### src/rtl/cpu_seq_ctrl.sv
// Four-cycle instruction sequencer for the 16-bit CPU datapath (IDLE/FETCH/DECODE/EXEC/WB/HALT).
// Optional feature: define CPU_BRANCH_EN to decode opcode 7'h41 as BZ (branch if flag_z).
module cpu_seq_ctrl #(
  parameter logic [15:0] PC_RESET    = 16'h0000,
  parameter logic [6:0]  HALT_OPCODE = 7'h7F,
  parameter logic [6:0]  NOP_OPCODE  = 7'h40
) (
  input  logic        clk,
  input  logic        rst_n,
  input  logic        run,
  input  logic [15:0] instruction,
  input  logic        alu_zero,
  input  logic        alu_carry,
  output logic [15:0] pc,
  output logic [2:0]  rega,
  output logic [2:0]  regb,
  output logic [2:0]  wreg,
  output logic [2:0]  alu_code,
  output logic        write_en,
  output logic        flag_z,
  output logic        flag_c,
  output logic        busy,
  output logic        halted,
  output logic        retire,
  output logic        illegal
);

  typedef enum logic [2:0] {IDLE, FETCH, DECODE, EXEC, WB, HALT} state_t;

  state_t      state;
  logic [15:0] ir;
  logic [6:0]  opcode;
  logic        is_nop, is_halt, is_alu, is_bz, is_illegal;
  logic [15:0] next_pc;

  assign opcode  = ir[15:9];
  assign is_nop  = (opcode == NOP_OPCODE);
  assign is_halt = (opcode == HALT_OPCODE);
  assign is_alu  = ~ir[15] & ~is_nop & ~is_halt;

  // Register addresses come straight from IR, so they are valid from DECODE until the next fetch.
  assign rega = ir[5:3];
  assign regb = ir[2:0];
  assign wreg = ir[8:6];

`ifdef CPU_BRANCH_EN
  logic take_branch;
  assign is_bz       = (opcode == 7'h41);
  assign take_branch = is_bz & flag_z;
  assign next_pc     = pc + 16'd1 + (take_branch ? {{7{ir[8]}}, ir[8:0]} : 16'd0);
`else
  assign is_bz   = 1'b0;
  assign next_pc = pc + 16'd1;
`endif

  assign is_illegal = ~ir[15] ? 1'b0 : ~(is_nop | is_halt | is_bz);

  always_ff @(posedge clk or negedge rst_n) begin
    if (!rst_n) begin
      state    <= IDLE;
      pc       <= PC_RESET;
      ir       <= '0;
      alu_code <= '0;
      write_en <= 1'b0;
      flag_z   <= 1'b0;
      flag_c   <= 1'b0;
      busy     <= 1'b0;
      halted   <= 1'b0;
      retire   <= 1'b0;
      illegal  <= 1'b0;
    end else begin
      write_en <= 1'b0;
      retire   <= 1'b0;
      illegal  <= 1'b0;
      case (state)
        IDLE: begin
          if (run) begin
            state <= FETCH;
            busy  <= 1'b1;
          end
        end
        FETCH: begin
          ir    <= instruction;
          state <= DECODE;
        end
        DECODE: begin
          state    <= EXEC;
          alu_code <= is_alu ? ir[11:9] : 3'd0;
        end
        // Strobes for WB are set here so they appear as registered pulses during WB itself.
        EXEC: begin
          state    <= WB;
          alu_code <= 3'd0;
          retire   <= 1'b1;
          illegal  <= is_illegal;
          if (is_alu) begin
            flag_z   <= alu_zero;
            flag_c   <= alu_carry;
            write_en <= 1'b1;
          end
        end
        WB: begin
          if (is_halt) begin
            state  <= HALT;
            busy   <= 1'b0;
            halted <= 1'b1;
          end else begin
            pc <= next_pc;
            if (run) begin
              state <= FETCH;
            end else begin
              state <= IDLE;
              busy  <= 1'b0;
            end
          end
        end
        HALT: begin
          state <= HALT;
        end
        default: begin
          state  <= IDLE;
          busy   <= 1'b0;
          halted <= 1'b0;
        end
      endcase
    end
  end

endmodule

### config.mk
export PLATFORM = sky130hd
export DESIGN_NAME = cpu_seq_ctrl
export DESIGN_NICKNAME = d
export VERILOG_FILES = /design/src/rtl/cpu_seq_ctrl.sv
export SDC_FILE = /design/constraint.sdc
export NUM_CORES = 1
export LEC_CHECK = 0
export CAP_MARGIN = 20
export CORE_MARGIN = 2
export CORE_UTILIZATION = 45
export CTS_BUF_LIST = sky130_fd_sc_hd__clkbuf_8
export CTS_CLUSTER_DIAMETER = 100
export DETAILED_ROUTE_END_ITERATION = 16
export GPL_TIMING_DRIVEN = 0
export PLACE_DENSITY_LB_ADDON = 0.3
export SLEW_MARGIN = 20
export SYNTH_ARGS = -nofsm -noshare
export SYNTH_HDL_FRONTEND = slang
export SYNTH_SLANG_ARGS = --single-unit
### constraint.sdc
create_clock -name clk -period 5.2 [get_ports clk]
set_clock_uncertainty 0.15 [all_clocks]
set_input_delay 1.04 -clock clk [delete_from_list [all_inputs] [get_ports clk]]
set_output_delay 1.04 -clock clk [all_outputs]
set_load 0.005 [all_outputs]
Figure 1. Routing congestion map (run 1).
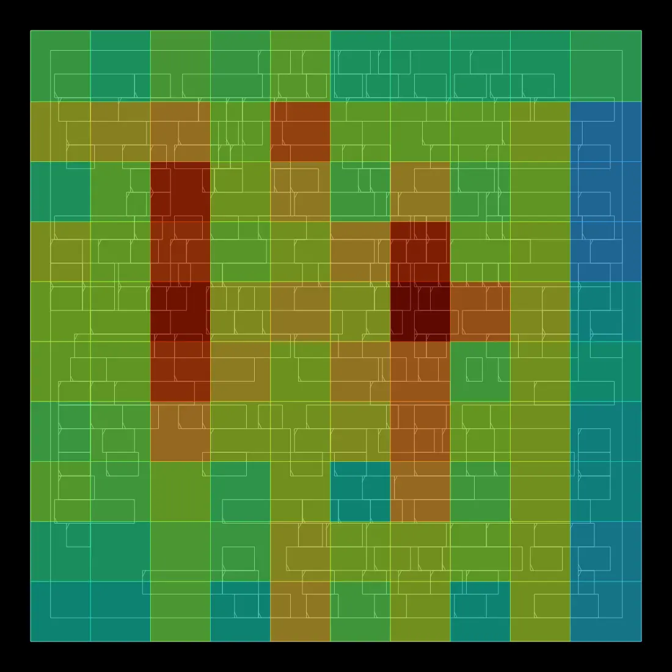
GRT busiest layer: met2
total track usage: 17.1%

Figure 2. Cell density map (run 1).
Bar = 20 um. 7 x 7 tiles, from black (low) to pale yellow (high), 0 to 100% covered.
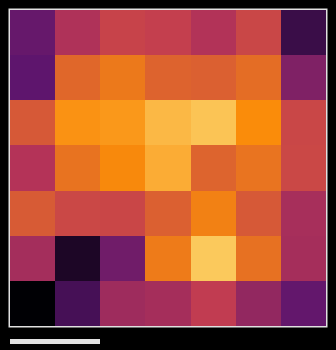
The emptiest ninth of the die: south-west. 12% of the tiles are over 75% full. The densest ninth of the die: centre. The mean over all tiles is 54%. The fullest tile reaches 88%. 2.0% of the tiles are nearly empty.

==> results_dict.tcl, run 1 <==
# place-and-route summary
set metrics [dict create \
    drv_cap 0 \
    cts_sinks 45 \
    critPathLaunch "pc[2]" \
    power_leakage_nw 1.16 \
    antenna_found_initial 0 \
    synth_top_area_share_pct 57.0 \
    ant_nets 0 \
    worstMarginPinSlew_ns 0.593 \
    path_max_fanout 7 \
    dpl.hpwl_mm 2.77 \
    postSynthCellCount 159 \
    p_sw_w 0.000390 \
    synth-edff-count 0 \
    layout_setup_ws_ns 2.70 \
    r2r_slack_ns 3.21 \
    powerSeq_w 0.000552 \
    stdcell_count 275 \
    maxSlewViolCount 0 \
    yosysMostFrequentCell "dfrtp_1" \
    io_pins 56 \
    ys_sh_adder_pct 0.633 \
    warnings 26 \
    critPathLaunchType "register" \
    synth-seq-cells 45 \
    rsz0062_at_grt "no" \
    mux_share_pct 10.8 \
    pg_clk_w 0.000272 \
    peakVddDrop_v 0.000318 \
    critPathBufInv 1 \
    cts_tree "done" \
    crit_cells 1 \
    drive_gt1_share_pct 20.2 \
    drt_first_pass_iters 6 \
    io_buffers 55 \
    ys_seq_share_pct 57.0 \
    power_frac_seq_pct 40.2 \
    hold_viol 0 \
    setup_violations 0 \
    synth_cell_types 34 \
    hold_path_startpoint "pc[14]" \
    place_area_um2 2610 \
    r2r_start "state[2]" \
    combPwrFrac_pct 40.0 \
    xor_share_pct 7.09 \
    post-route-period-util_pct 48.0 \
    p_total_w 0.00137 \
    syn_area_um2 1980 \
    yosys_warnings 0 \
    post-route-util_pct 63.4 \
    layout_top_cells "clkdlybuf4s50_1, dfrtp_1, mux2_2, xnor2_1, buf_4" \
    dp_cells 267 \
    status "finished, final reports clean" \
    clockBufferDepth 2 \
    clock.fmax_ghz 0.400 \
    ys_chip_area_um2 1980 \
    r2r.worst_path.cells 4 \
    r2r-end "ir[15]" \
    htree_levels 2 \
    rows 24 \
    yosys_cells 159 \
    p_comb_w 0.000548 \
    lay_top_count "clkdlybuf4s50_1" \
    slowest_stage "clkdlybuf4s50_1" \
    maxSlewHeadroom_pct 60.2 \
    cts_buffers 5 \
    hold-worst-slack_ns 0.343 \
    ys_sh_aoi_pct 4.18 \
    worstHoldPathCells 1 \
    vias_per_cell 5.01 \
    cp.required_ns 4.01 \
    drcViolationCount 0 \
    fp_util_pct 46.0 \
    syn_area_per_cell_um2 12.4 \
    async_flop_share_pct 100 \
    wl_per_cell_um 13.8 \
    cp-end-kind "output port" \
    globalplace.congestion 0.816 \
    wl_mm 3.80 \
    min_to "pc[14]" \
    synth_nets 181 \
    vias 1378 \
    cts_root_buf "clkbuf_8" \
]
Figure 3. Power grid (run 1).
Bar = 20 um. Pins as bars on the die edge.
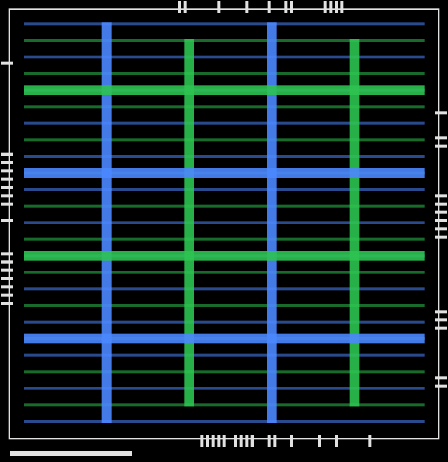
Key: VDD = green; VSS = blue
56 signal pins sit on the boundary. The core has 24 rows. 4 straps on met4.

## run 1: area by class of cell
cell class | count | area, um^2
fillers | 355 | 1570
multi-input cells | 95 | 718
flip-flops and latches | 45 | 1130
inverters | 4 | 15.0
plain buffers | 15 | 118
well taps | 52 | 65.1
clock buffers | 6 | 82.6
repair buffers | 56 | 566
clock inverters | 2 | 33.8
## run 1: per-layer routing
layer	part of all wire, %	up-vias	global-route usage (%)
li1	-	671	-
met1	47	660	22.9
met3	5.8	5	3.75
met4	1.2	0	7.69
met5	0	-	0
met2	46	42	26.6
## run 1: registers in the layout, indices dropped and copies added (netlist names), 3 cells and up
name	count
alu_code	3
ir	16
pc	16
state	3
==> run 2: changes to the inputs <==
--- a/config.mk
+++ b/config.mk
@@ -7,7 +7,7 @@
 export LEC_CHECK = 0
 export CAP_MARGIN = 20
 export CORE_MARGIN = 2
-export CORE_UTILIZATION = 45
+export CORE_UTILIZATION = 44
 export CTS_BUF_LIST = sky130_fd_sc_hd__clkbuf_8
 export CTS_CLUSTER_DIAMETER = 100
 export DETAILED_ROUTE_END_ITERATION = 16
==> constraint.sdc (replaced) <==
create_clock -name clk -period 2.1 [get_ports clk]
set_clock_uncertainty 0.15 [all_clocks]
set_input_delay 0.42 -clock clk [delete_from_list [all_inputs] [get_ports clk]]
set_output_delay 0.42 -clock clk [all_outputs]
set_load 0.005 [all_outputs]
==> run 2 against run 1 <==
Net effect: count of clock-buffer cells in the layout is the same; critical endpoint is now flag_z; synthesized cell count is the same; wire length grew 1.7%; register-to-register slack lost 3.0 ns; critical path depth grew 4; non-clock buffer count grew 1; first-iteration DRC count shrank 47%; hold slack lost 0.0095 ns; sequential power grew 150%.
==> results_dict.tcl, run 2 <==
# place-and-route summary
set metrics [dict create \
    status "finished, final reports clean" \
    logic_area_um2 724 \
    fp_util_pct 45.4 \
    p_total_w 0.00327 \
    wl_per_cell_um 14.1 \
    synth_cell_types 34 \
    taps 52 \
    synth_nets 181 \
    ant_nets 0 \
    wl_mm 3.87 \
    drv_cap 0 \
    cp.required_ns 2.13 \
    hold_viol 0 \
    warnings 26 \
    rows 24 \
    grtUsageTotal_pct 17.0 \
    peakVddDrop_v 0.000469 \
    lay_top_count "clkdlybuf4s50_1" \
    synth-edff-count 0 \
    worstMarginPinSlew_ns 0.408 \
    syn_area_um2 1980 \
    cp-end-kind "register" \
    highest_layer "met4" \
    nNonClkInverters 4 \
    syn_area_per_cell_um2 12.4 \
    async_flop_share_pct 100 \
    seq_share_pct 41.6 \
    area_dominant_class "flip-flops and latches" \
    sh_comb_area_pct 26.7 \
    r2r-end "flag_z" \
    min_to "pc[15]" \
    seq_area_um2 1130 \
    critPathLaunch "state[2]" \
    slowest_stage "dfrtp_1" \
    yosys_warnings 0 \
    critPathLaunchType "register" \
    yosysMostFrequentCell "dfrtp_1" \
    r2r_start "state[2]" \
    route.met3.wl_um 178 \
    clock.fmax_ghz 0.524 \
    layout_top_cells "clkdlybuf4s50_1, dfrtp_1, mux2_2, xnor2_1, buf_4" \
    layout_setup_ws_ns 0.192 \
    fillerInstances 367 \
    antenna_found_initial 0 \
    r2r_slack_ns 0.19 \
    vias_per_cell 5.20 \
    dpl.hpwl_mm 2.85 \
    vias 1431 \
    synth_top_area_share_pct 57.0 \
    clk_share_pct 3.19 \
    rsz0062_at_grt "no" \
    htree_levels 2 \
    drcViolationCount 0 \
    drt_first_pass_iters 4 \
    globalplace.congestion 0.728 \
    path_max_fanout 10 \
    power_leakage_nw 1.15 \
    r2r.worst_path.cells 5 \
    cts_sinks 45 \
    drive_gt1_share_pct 19.7 \
    clockBufferDepth 2 \
    buffers_excl_clock 72 \
    flops 45 \
    cts_tree "done" \
    cts_root_buf "clkbuf_8" \
    reg.largest.list "ir: 16 flops, pc: 16 flops" \
    wl_met1_mm 1.72 \
]
[run 2: power breakdown]
part / internal [W] / switching, W
sequential: 0.00116 / 0.000207
combinational: 0.000888 / 0.000488
clock: 0.000256 / 0.000270
[run 2: kinds of logic (layout without fill, tap and decap cells)]
family / count (synthesis) / in the layout / synth area share, %
fa+ha+maj: 1 / 1 / 0.633
xor+xnor: 16 / 16 / 7.09
simple gates: 49 / 49 / 13.6
compound gates: 10 / 10 / 4.18
flops: 45 / 45 / 57.0
buf+inv: 19 / 83 / 6.71
mux: 19 / 19 / 10.8
[run 2: critical path: cells and delay by family, from the launching register on]
family	cells	cell delay, ns
simple gates	3	0.72
buf+inv	1	0.18
mux	1	0.37
flops	1	0.37
Figure 4. Routing congestion map (run 2).
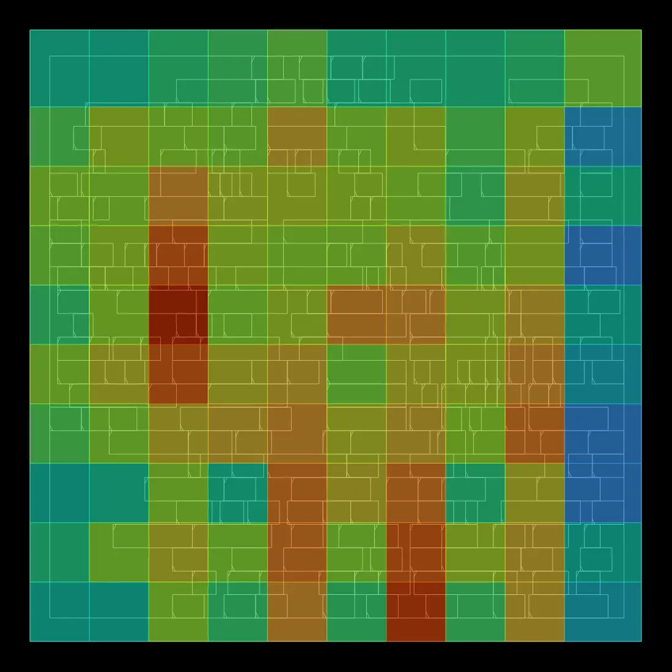
met1 Usage GRT: 22.1%
final core occ: 62.2%
met3 usage: 4.84%

Figure 5. Cells coloured by class (run 2).
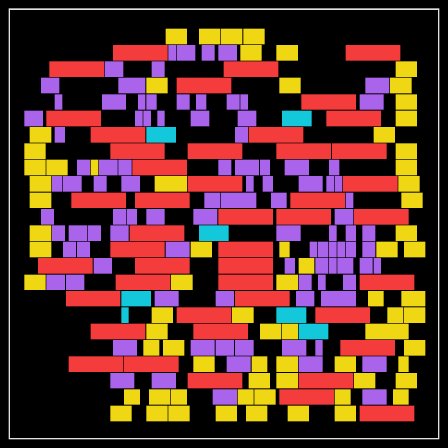
Key: clock drivers and dummy loads = cyan [cells 7]; sequential cells = red [cells 45]; remaining logic cells = purple [cells 99]; remaining buffers and delay cells = yellow [cells 72]

No activity file was given, so power comes from the tool's default toggle rates.
